==> run_1/port_trees.png <==
(6 px per um)
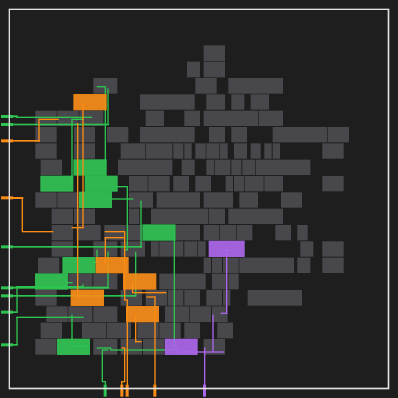
==> run_1/layers.png <==
(10 px per um) Two of the layers only.
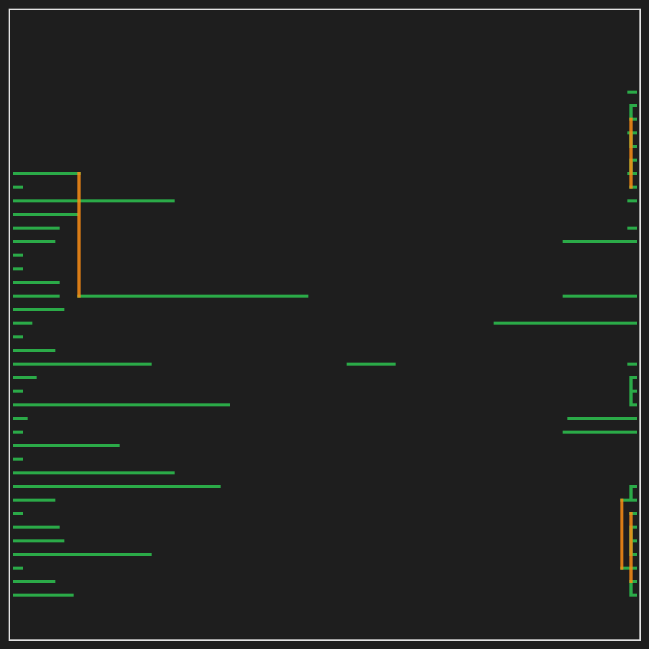
==> run_1/m2.png <==
(6 px per um) Cells faint in the background.
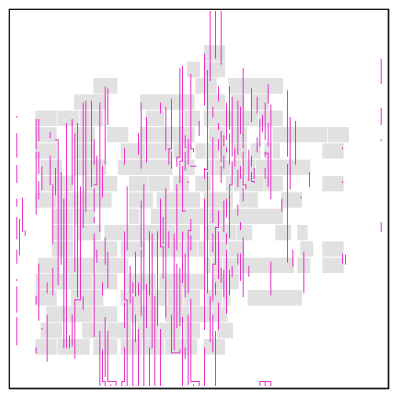
<file path="config.mk">
export PLATFORM = sky130hd
export DESIGN_NAME = dmem_arbiter
export DESIGN_NICKNAME = d
export VERILOG_FILES = /design/src/rtl/dmem_arb_pkg.sv /design/src/rtl/dmem_arbiter_rr_arb2.sv /design/src/rtl/dmem_arbiter.sv
export SDC_FILE = /design/constraint.sdc
export NUM_CORES = 1
export LEC_CHECK = 0
export CAP_MARGIN = 0
export CORE_MARGIN = 4
export CORE_UTILIZATION = 31
export CTS_CLUSTER_SIZE = 10
export DETAILED_ROUTE_END_ITERATION = 12
export MAX_ROUTING_LAYER = met4
export PLACE_DENSITY = 0.78
export SLEW_MARGIN = 0
export SYNTH_ARGS = -nofsm -noshare
export SYNTH_HDL_FRONTEND = slang
export SYNTH_SLANG_ARGS = --single-unit
</file>
<file path="constraint.sdc">
create_clock -name clk -period 2.3 [get_ports clk]
set_input_delay 0.575 -clock clk [delete_from_list [all_inputs] [get_ports clk]]
set_output_delay 0.575 -clock clk [all_outputs]
set_load 0.03 [all_outputs]
</file>
<file path="src/rtl/dmem_arb_pkg.sv">
// Shared types and defaults for the data-memory arbiter.
// Requester ids, address/data widths and the conflict counter ceiling.
package dmem_arb_pkg;

    typedef enum logic {
        REQ_CPU = 1'b0,
        REQ_DBG = 1'b1
    } requester_t;

    localparam int          DMEM_AW      = 5;
    localparam int          DMEM_DW      = 8;
    localparam logic [7:0]  CONFLICT_MAX = 8'd255;

endpackage

</file>
<file path="src/rtl/dmem_arbiter_rr_arb2.sv">
// Two-input round-robin picker: on contention the port that did not win last time goes.
// Purely combinational; the last-winner pointer lives in the parent.
module rr_arb2
    import dmem_arb_pkg::*;
(
    input  logic [1:0]  req,       // bit 0 = CPU, bit 1 = DBG
    input  requester_t  last_win,
    output logic [1:0]  gnt,       // one-hot, same bit order as req
    output requester_t  winner
);

    always_comb begin
        gnt    = 2'b00;
        winner = last_win;
        case (req)
            2'b01: begin
                gnt    = 2'b01;
                winner = REQ_CPU;
            end
            2'b10: begin
                gnt    = 2'b10;
                winner = REQ_DBG;
            end
            2'b11: begin
                if (last_win == REQ_DBG) begin
                    gnt    = 2'b01;
                    winner = REQ_CPU;
                end else begin
                    gnt    = 2'b10;
                    winner = REQ_DBG;
                end
            end
            default: begin
                gnt    = 2'b00;
                winner = last_win;
            end
        endcase
    end

endmodule

</file>
<file path="src/rtl/dmem_arbiter.sv">
// Shares one single-port data memory between the CPU and a debug port, routing the
// one-cycle read data back to the issuer and counting contended cycles.
module dmem_arbiter
    import dmem_arb_pkg::*;
#(
    parameter int AW = DMEM_AW,
    parameter int DW = DMEM_DW
) (
    input  logic          clk,
    input  logic          reset,
    input  logic          cpu_req,
    input  logic          cpu_we,
    input  logic [AW-1:0] cpu_addr,
    input  logic [DW-1:0] cpu_wdata,
    output logic          cpu_gnt,
    output logic [DW-1:0] cpu_rdata,
    output logic          cpu_rvalid,
    input  logic          dbg_req,
    input  logic          dbg_we,
    input  logic [AW-1:0] dbg_addr,
    input  logic [DW-1:0] dbg_wdata,
    output logic          dbg_gnt,
    output logic [DW-1:0] dbg_rdata,
    output logic          dbg_rvalid,
    output logic          mem_en,
    output logic          mem_we,
    output logic [AW-1:0] mem_addr,
    output logic [DW-1:0] mem_wdata,
    input  logic [DW-1:0] mem_rdata,
    output logic [7:0]    conflict_cnt
);

    // Handshake: a requester holds req/we/addr/wdata stable until it sees gnt=1 at a
    // rising edge; the access happens in that same cycle and a read answers with
    // rvalid exactly one cycle later. There is no back-pressure on the response.

    requester_t last_win;
    requester_t winner;
    logic [1:0] req_gated;
    logic [1:0] gnt;
    logic       rsp_valid;
    requester_t rsp_owner;

    // Requests are masked while reset is held so nothing reaches memory.
    assign req_gated = {dbg_req, cpu_req} & {2{reset}};

    rr_arb2 u_rr_arb2 (
        .req      (req_gated),
        .last_win (last_win),
        .gnt      (gnt),
        .winner   (winner)
    );

    assign cpu_gnt   = gnt[0];
    assign dbg_gnt   = gnt[1];
    assign mem_en    = |gnt;
    assign mem_we    = (winner == REQ_DBG) ? dbg_we    : cpu_we;
    assign mem_addr  = (winner == REQ_DBG) ? dbg_addr  : cpu_addr;
    assign mem_wdata = (winner == REQ_DBG) ? dbg_wdata : cpu_wdata;

    assign cpu_rdata  = mem_rdata;
    assign dbg_rdata  = mem_rdata;
    assign cpu_rvalid = rsp_valid && (rsp_owner == REQ_CPU);
    assign dbg_rvalid = rsp_valid && (rsp_owner == REQ_DBG);

    always_ff @(posedge clk or negedge reset) begin
        if (!reset) begin
            last_win     <= REQ_DBG;
            rsp_valid    <= 1'b0;
            rsp_owner    <= REQ_CPU;
            conflict_cnt <= 8'd0;
        end else begin
            if (mem_en) begin
                last_win <= winner;
            end
            rsp_valid <= mem_en && !mem_we;
            if (mem_en && !mem_we) begin
                rsp_owner <= winner;
            end
            if (cpu_req && dbg_req && (conflict_cnt != CONFLICT_MAX)) begin
                conflict_cnt <= conflict_cnt + 8'd1;
            end
        end
    end

endmodule

</file>
==> results.ini, run 1 <==
[clocking]
ctsHoldBuffers=0
cts_buffer_depth=2
cts_max_level=1
clk_latency_ns=0.26
cts_resized=115

[setup_path]
worstSetupPathType=flip-flop to output pin
r2r-end=conflict_cnt[1]
endpoint_kind=output pin
reg2reg_from=conflict_cnt[0]

[final_timing]
fin_ws_ns=-0.0171
setup_violations=7

[logic_synthesis]
synthDistinctLibCells=35
flop_cell=dfrtp_1
simple_gate_share=0.147
yosys.area_share.adder=0.0134

[power_and_ir_drop]
pg_seq_mw=0.344
p_sw_mw=0.517

[layout]
inverters=2
final_common_cell=clkdlybuf4s50_1
clock_cell_area_share=0.0170
combGateArea_um2=512
nFlopsAndLatches=11

[global_routing]
grt_max_degree=13
grtUsageMet3=0.0522
antenna_found_initial=0

[outcome]
status=finished, violations left
violations=negative setup slack

[die]
num_rows=19

[detailed_routing]
dr.pass1.iters=4

Notes on port_trees.png above:
[orange] dbg_addr | direction: input | end cells: 5 | buffers: 5 | wire: 148 um
[purple] cpu_we | direction: input | end cells: 3 | buffers: 2 | wire: 33.8 um
[green] mem_wdata | direction: output | end cells: 8 | buffers: 8 | wire: 241 um
Port Buffer Count: 58
io pins: 83

Notes on layers.png above:
[green] M3 | wire length: 278 um
[orange] M4 | wire length: 32.6 um
wire per inst: 15.8 um
final WL: 2730 um

Notes on m2.png above:
longest straight run: 37.4 um
nets with wire on the layer: 167

-- run 1: metrics by stage --
step | setup slack (ns) | total power, mW | std cells | TNS [ns] | cell area (um2)
after floorplan | 0.110 | 0.798 | 89 | 0 | 936
after global placement | -0.760 | 1.04 | 168 | -10.40 | 1470
after detailed placement | -0.797 | 1.05 | 168 | -10.68 | 1470
after CTS | -0.0777 | 1.24 | 174 | -0.408 | 1570
after global routing | -0.0616 | 1.28 | 173 | -0.620 | 1540
final | -0.0171 | 1.21 | 173 | -0.0567 | 1540
-- run 1: state kept, by name, indices dropped and copies added, names as in the netlist --
signal	count
rsp_valid	1
rsp_owner	1
conflict_cnt	8
last_win	1
-- run 1: cells in the mapped netlist (2+ instances only) --
cell type | number | share of area
buf_4 | 16 | 0.13
dfrtp_1 | 10 | 0.27
mux2_4 | 9 | 0.14
mux2_2 | 7 | 0.084
nand2_1 | 6 | 0.024
xor2_1 | 4 | 0.037
nand3_1 | 3 | 0.016
nand4_1 | 3 | 0.020
a211oi_1 | 2 | 0.016
inv_1 | 2 | 0.0080
nor2_1 | 2 | 0.0080
nor3_1 | 2 | 0.011
-- run 1: worst max path at each step --
stage,startpoint,endpoint,slack [ns],depth (start not counted)
6_report,last_win,mem_wdata[7],-0.02,5
5_1_grt,last_win,mem_wdata[7],-0.06,5
4_1_cts,last_win,mem_wdata[7],-0.08,6
3_5_place_dp,reset,mem_wdata[7],-0.80,6
3_3_place_gp,reset,mem_addr[1],-0.76,6
2_1_floorplan,dbg_req,mem_addr[2],0.11,5
-- run 1: critical path, stage by stage, from the launching register on --
cell and delay [ns]:
dfstp_2 0.56, nor2b_4 0.05, a22oi_4 0.23, buf_6 0.18, mux2_4 0.32, buf_6 0.14
--- run 2 (diff from run 1) ---
Settings changed: TNS_END_PERCENT from default to 20.
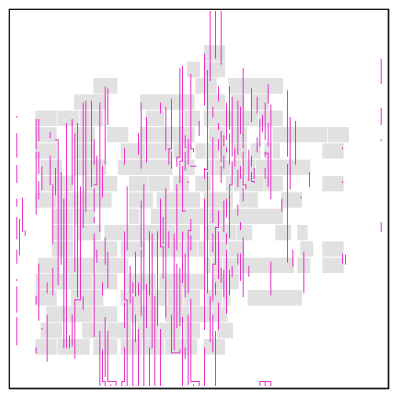
(run_2/m2.png)
(6 px per um) Cells faint in the background.
main direction: vertical
nets with wire on the layer: 167

==> run 2 against run 1 <==
  * The flow still finishes with violations (negative setup slack)
  * Clock skew stayed put
  * Synthesized cell count is the same
  * Global-route usage did not move
  * Non-clock buffer count unchanged
  * Worst hold slack did not move
  * Fmax stayed put
  * Critical path depth stayed put
  * First-iteration DRC count unchanged
  * Critical endpoint unchanged
  * Largest cell class unchanged
==> results.ini, run 2 <==
[layout]
largest-register=conflict_cnt  ; unchanged
fin_area_um2=1540  ; unchanged
final_common_cell=clkdlybuf4s50_1  ; unchanged
finalNonFillerCells=173  ; unchanged

[power_and_ir_drop]
fin_total_pwr_mw=1.21  ; unchanged
p_sw_mw=0.517  ; unchanged
power.share.combinational=0.609  ; about the same

[setup_path]
worstSetupPathType=flip-flop to output pin  ; unchanged
endpoint_kind=output pin  ; unchanged
critPathSlowestCell=dfstp_2  ; unchanged
cpMostUsedCell=buf_6  ; unchanged
worstPathCellList=nor2b_4 -> a22oi_4 -> buf_6 -> mux2_4 -> buf_6  ; unchanged
slowest_delay_ns=0.56  ; about the same

[logic_synthesis]
yosysTopAreaCellShare=0.267  ; unchanged
synthDistinctLibCells=35  ; unchanged
top_area_cell=dfrtp_1  ; unchanged
flop_cell=dfrtp_1  ; unchanged
top_cells_by_count=buf_4, dfrtp_1, mux2_4  ; unchanged
top_cell=buf_4  ; unchanged
edf_count=0  ; unchanged
ys_top_cells_by_area=dfrtp_1, mux2_4, buf_4, mux2_2, xor2_1  ; unchanged

[global_routing]
antenna_found_initial=0  ; unchanged
grt_max_degree=13  ; unchanged

[detailed_routing]
drt-total-wl_um=2730  ; unchanged
dr.pass1.iters=4  ; unchanged
routedWlPerCell_um=15.8  ; unchanged

[clocking]
cts.sinks=11  ; unchanged
ctsHoldBuffers=0  ; unchanged
cts_max_level=1  ; unchanged
cts_buffer_depth=2  ; unchanged

[die]
num_rows=19  ; unchanged
die_w_um=62.9  ; unchanged
io_pins=83  ; unchanged

[outcome]
status=finished, violations left  ; unchanged
violations=negative setup slack  ; unchanged

[final_timing]
setup_tns_ns=-0.0567  ; unchanged
fin_ws_ns=-0.0171  ; unchanged
setup_violations=7  ; unchanged

[placed_design]
dpl_worst_slack_ns=-0.797  ; unchanged
placed_area_um2=1470  ; unchanged
place_inst=168  ; unchanged

## run 2: cell counts after synthesis
No cell type changed its count.
## run 2: final cells by class
class | count | area (um2)
fill | 238 | 1290
inverter | 2 | 7.51
tap | 31 | 38.8
clock buffer | 4 | 26.3
multi-input combinational | 56 | 512
timing repair buffer | 69 | 682
sequential | 11 | 277
## run 2: path summary, 6_finish.rpt
path / from / to / slack [ns]
setup / recovery: last_win / mem_wdata[7] / -0.02
min in group clk: conflict_cnt[6] / conflict_cnt[6] / 0.52
max in group asynchronous: reset / conflict_cnt[0] / 1.88
hold reg to reg: conflict_cnt[6] / conflict_cnt[6] / 0.52
setup reg to reg: conflict_cnt[0] / conflict_cnt[1] / 0.74
hold / removal: reset / conflict_cnt[4] / 0.28
## run 2: layer usage
metal / routed length, um / global-route usage / vias to the layer above
met2: 1490 / 0.267 / 45
met5: 0 / - / -
li1: - / - / 402
met3: 278 / 0.0522 / 8
met1: 929 / 0.126 / 401
met4: 32 / 0.0496 / 0
## run 2: worst max-delay path, delay by kind of cell, from the launching register on
family,cells,cell delay [ns]
buffers and inverters,2,0.32
flip-flops,1,0.56
AND-OR/OR-AND,1,0.23
multiplexers,1,0.32
AND/OR/NAND/NOR,1,0.05
## run 2: power groups by stage
stage	registers, mW	logic, mW	clock network (mW)
after floorplan	0.437	0.360	0
after global placement	0.346	0.694	0
after detailed placement	0.348	0.703	0
after CTS	0.345	0.763	0.135
after global routing	0.357	0.782	0.143
final	0.344	0.739	0.130
## run 2: cell families after synthesis
logic type	share of synthesized area
buffers and inverters	0.180
DFF	0.295
and+or+nand+nor	0.147
xor gates and xnor gates	0.0468
adders and majority gates	0.0134
muxes	0.229
AOI/OAI and AO/OA	0.0882
==> run_2/closeup.png <==
Region (37, 37) to (57, 57) um. Cells in grey, sequential cells in the stronger grey; small squares are vias.
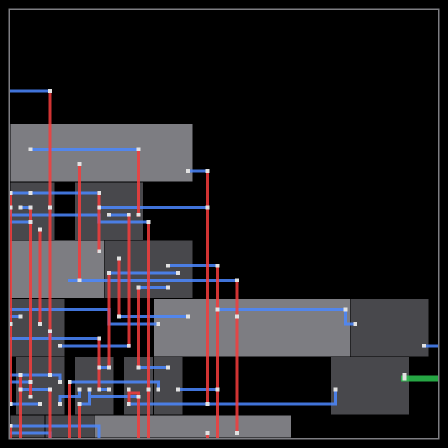

--- run 3 (diff from run 2) ---
Settings changed: CORE_UTILIZATION 31 to 30, PLACE_DENSITY 0.78 to 0.79, SYNTH_HIERARCHICAL from default to 1.
Clock period 2.3 ns to 2.6 ns, I/O delays scaled along.
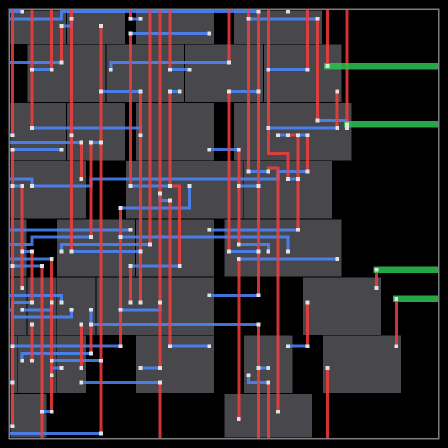
(run_3/closeup.png)
Region (36, 36) to (56, 56) um. Cells in grey, sequential cells in the stronger grey; small squares are vias.
[blue] M1
[green] M3
[red] M2
sequential cells in the window: 0
most frequent: clkdlybuf4s50_1 (12), mux2_4 (5), buf_6 (4)
cells with their middle in the window: 29

==> run 3 against run 2 <==
  * Flip-flop count unchanged
  * Sequential share of layout area about the same
  * Largest power group unchanged
  * Total power up 16%
  * Non-clock buffer count down 2
  * Clock-buffer cell count unchanged
  * Clock skew up 0.0083 ns
  * Global-route usage up 0.33 points
  * The run now ends clean
==> results.ini, run 3 <==
[layout]
combGateArea_um2=512  ; unchanged
final_common_cell=clkdlybuf4s50_1  ; unchanged
fin_area_um2=1540  ; about the same
final_cell_mix=clkdlybuf4s50_1, mux2_4, buf_6  ; was clkdlybuf4s50_1, buf_6, mux2_4
fill_cells=225  ; was 238
largest_reg_flops=8  ; unchanged
drive_above_1_share=0.376  ; was 0.380
flop_area_um2=277  ; unchanged

[clocking]
cts_max_level=1  ; unchanged
clk_latency_ns=0.26  ; about the same
path_clk_slew_ns=0.07  ; about the same
ctsHoldBuffers=0  ; unchanged
cts_buffer_depth=2  ; unchanged

[power_and_ir_drop]
p_sw_mw=0.601  ; was 0.517 mW
power.share.combinational=0.693  ; was 0.609
pwr-share-clk=0.079  ; was 0.107
pg_seq_mw=0.319  ; was 0.344 mW
powerClk_mw=0.111  ; was 0.130 mW
powerComb_mw=0.972  ; was 0.739 mW

[logic_synthesis]
ys_top_cells_by_area=dfrtp_1, mux2_2, buf_4, dfstp_2, a21oi_1  ; was dfrtp_1, mux2_4, buf_4, mux2_2, xor2_1
top_cells_by_count=buf_4, mux2_2, dfrtp_1  ; was buf_4, dfrtp_1, mux2_4
synthDistinctLibCells=28  ; was 35
flop_cell=dfrtp_1  ; unchanged
yosysTopAreaCellShare=0.292  ; was 0.267
top_area_cell=dfrtp_1  ; unchanged
top_cell=buf_4  ; unchanged

[placed_design]
numPortBuffers=58  ; unchanged
placed_area_um2=1400  ; was 1470 um2
dpl_worst_slack_ns=-0.726  ; was -0.797 ns

[setup_path]
worstSetupPathType=primary input to output pin  ; was flip-flop to output pin
endpoint_kind=output pin  ; unchanged

[outcome]
status=complete, no violations  ; was finished, violations left

[detailed_routing]
routedWlPerCell_um=15.5  ; was 15.8 um
drt-total-wl_um=2660  ; was 2730 um
dr.pass1.iters=4  ; unchanged

[die]
num_rows=19  ; unchanged
io_pins=83  ; unchanged
die_w_um=61.5  ; was 62.9 um

[global_routing]
overflow=0  ; unchanged
antenna_found_initial=0  ; unchanged

[final_timing]
setup_violations=0  ; was 7
fin_ws_ns=0.0444  ; was -0.0171 ns
setup_tns_ns=0  ; was -0.0567 ns

run 3: layer usage:
metal  track usage  share of wire
met1         0.180           0.39
met2         0.228           0.54
met3        0.0356          0.056
met4        0.0485          0.015
met5             -              0
run 3: area by class of cell:
class | instances | share of cell area
clock buffer | 4 | 0.0170
timing repair buffer | 67 | 0.442
sequential | 11 | 0.179
multi-input combinational | 57 | 0.331
tap | 31 | 0.0251
inverter | 2 | 0.00486
run 3: kinds of logic (layout without fill, tap and decap cells):
kind of cell / Yosys count / count (layout) / synth area share
buffers and inverters: 20 / 73 / 0.161
adder cells (fa/ha/maj): 1 / 1 / 0.0146
AND-OR/OR-AND: 13 / 13 / 0.0963
XOR/XNOR: 3 / 3 / 0.0307
AND/OR/NAND/NOR: 24 / 24 / 0.165
flip-flops: 11 / 11 / 0.323
multiplexers: 16 / 16 / 0.210
run 3: critical path, stage by stage:
cell	delay, ns
dlygate4sd2_1	0.24
and2_4	0.15
o21ai_4	0.23
buf_12	0.18
mux2_4	0.31
buf_6	0.14
run 3: final timing paths:
path,endpoint,cells after the start,slack [ns],startpoint
max,mem_we,6,0.04,cpu_req
min,conflict_cnt[0],2,0.32,reset
max reg2reg,rsp_valid,6,0.97,last_win
min reg2reg,conflict_cnt[0],1,0.53,conflict_cnt[0]
max in group asynchronous,last_win,2,2.07,reset
min in group clk,conflict_cnt[0],1,0.53,conflict_cnt[0]
run 3: repair_timing:
action / in CTS / in global routing
cloned: 1 / 0
setup endpoints to repair: 14 / 9
gates resized: 120 / 2
setup buffers: 2 / 0
pin swaps: 3 / 1
run 3: per-stage QoR:
step                      total power, mW  std cells   util
after floorplan                     0.823         88      -
after global placement               1.12        165  0.511
after detailed placement             1.13        165  0.511
after CTS                            1.41        172  0.566
after global routing                 1.48        172  0.565
final                                1.40        172  0.565
Power figures rest on the tool's default switching activity, not on a simulated workload.
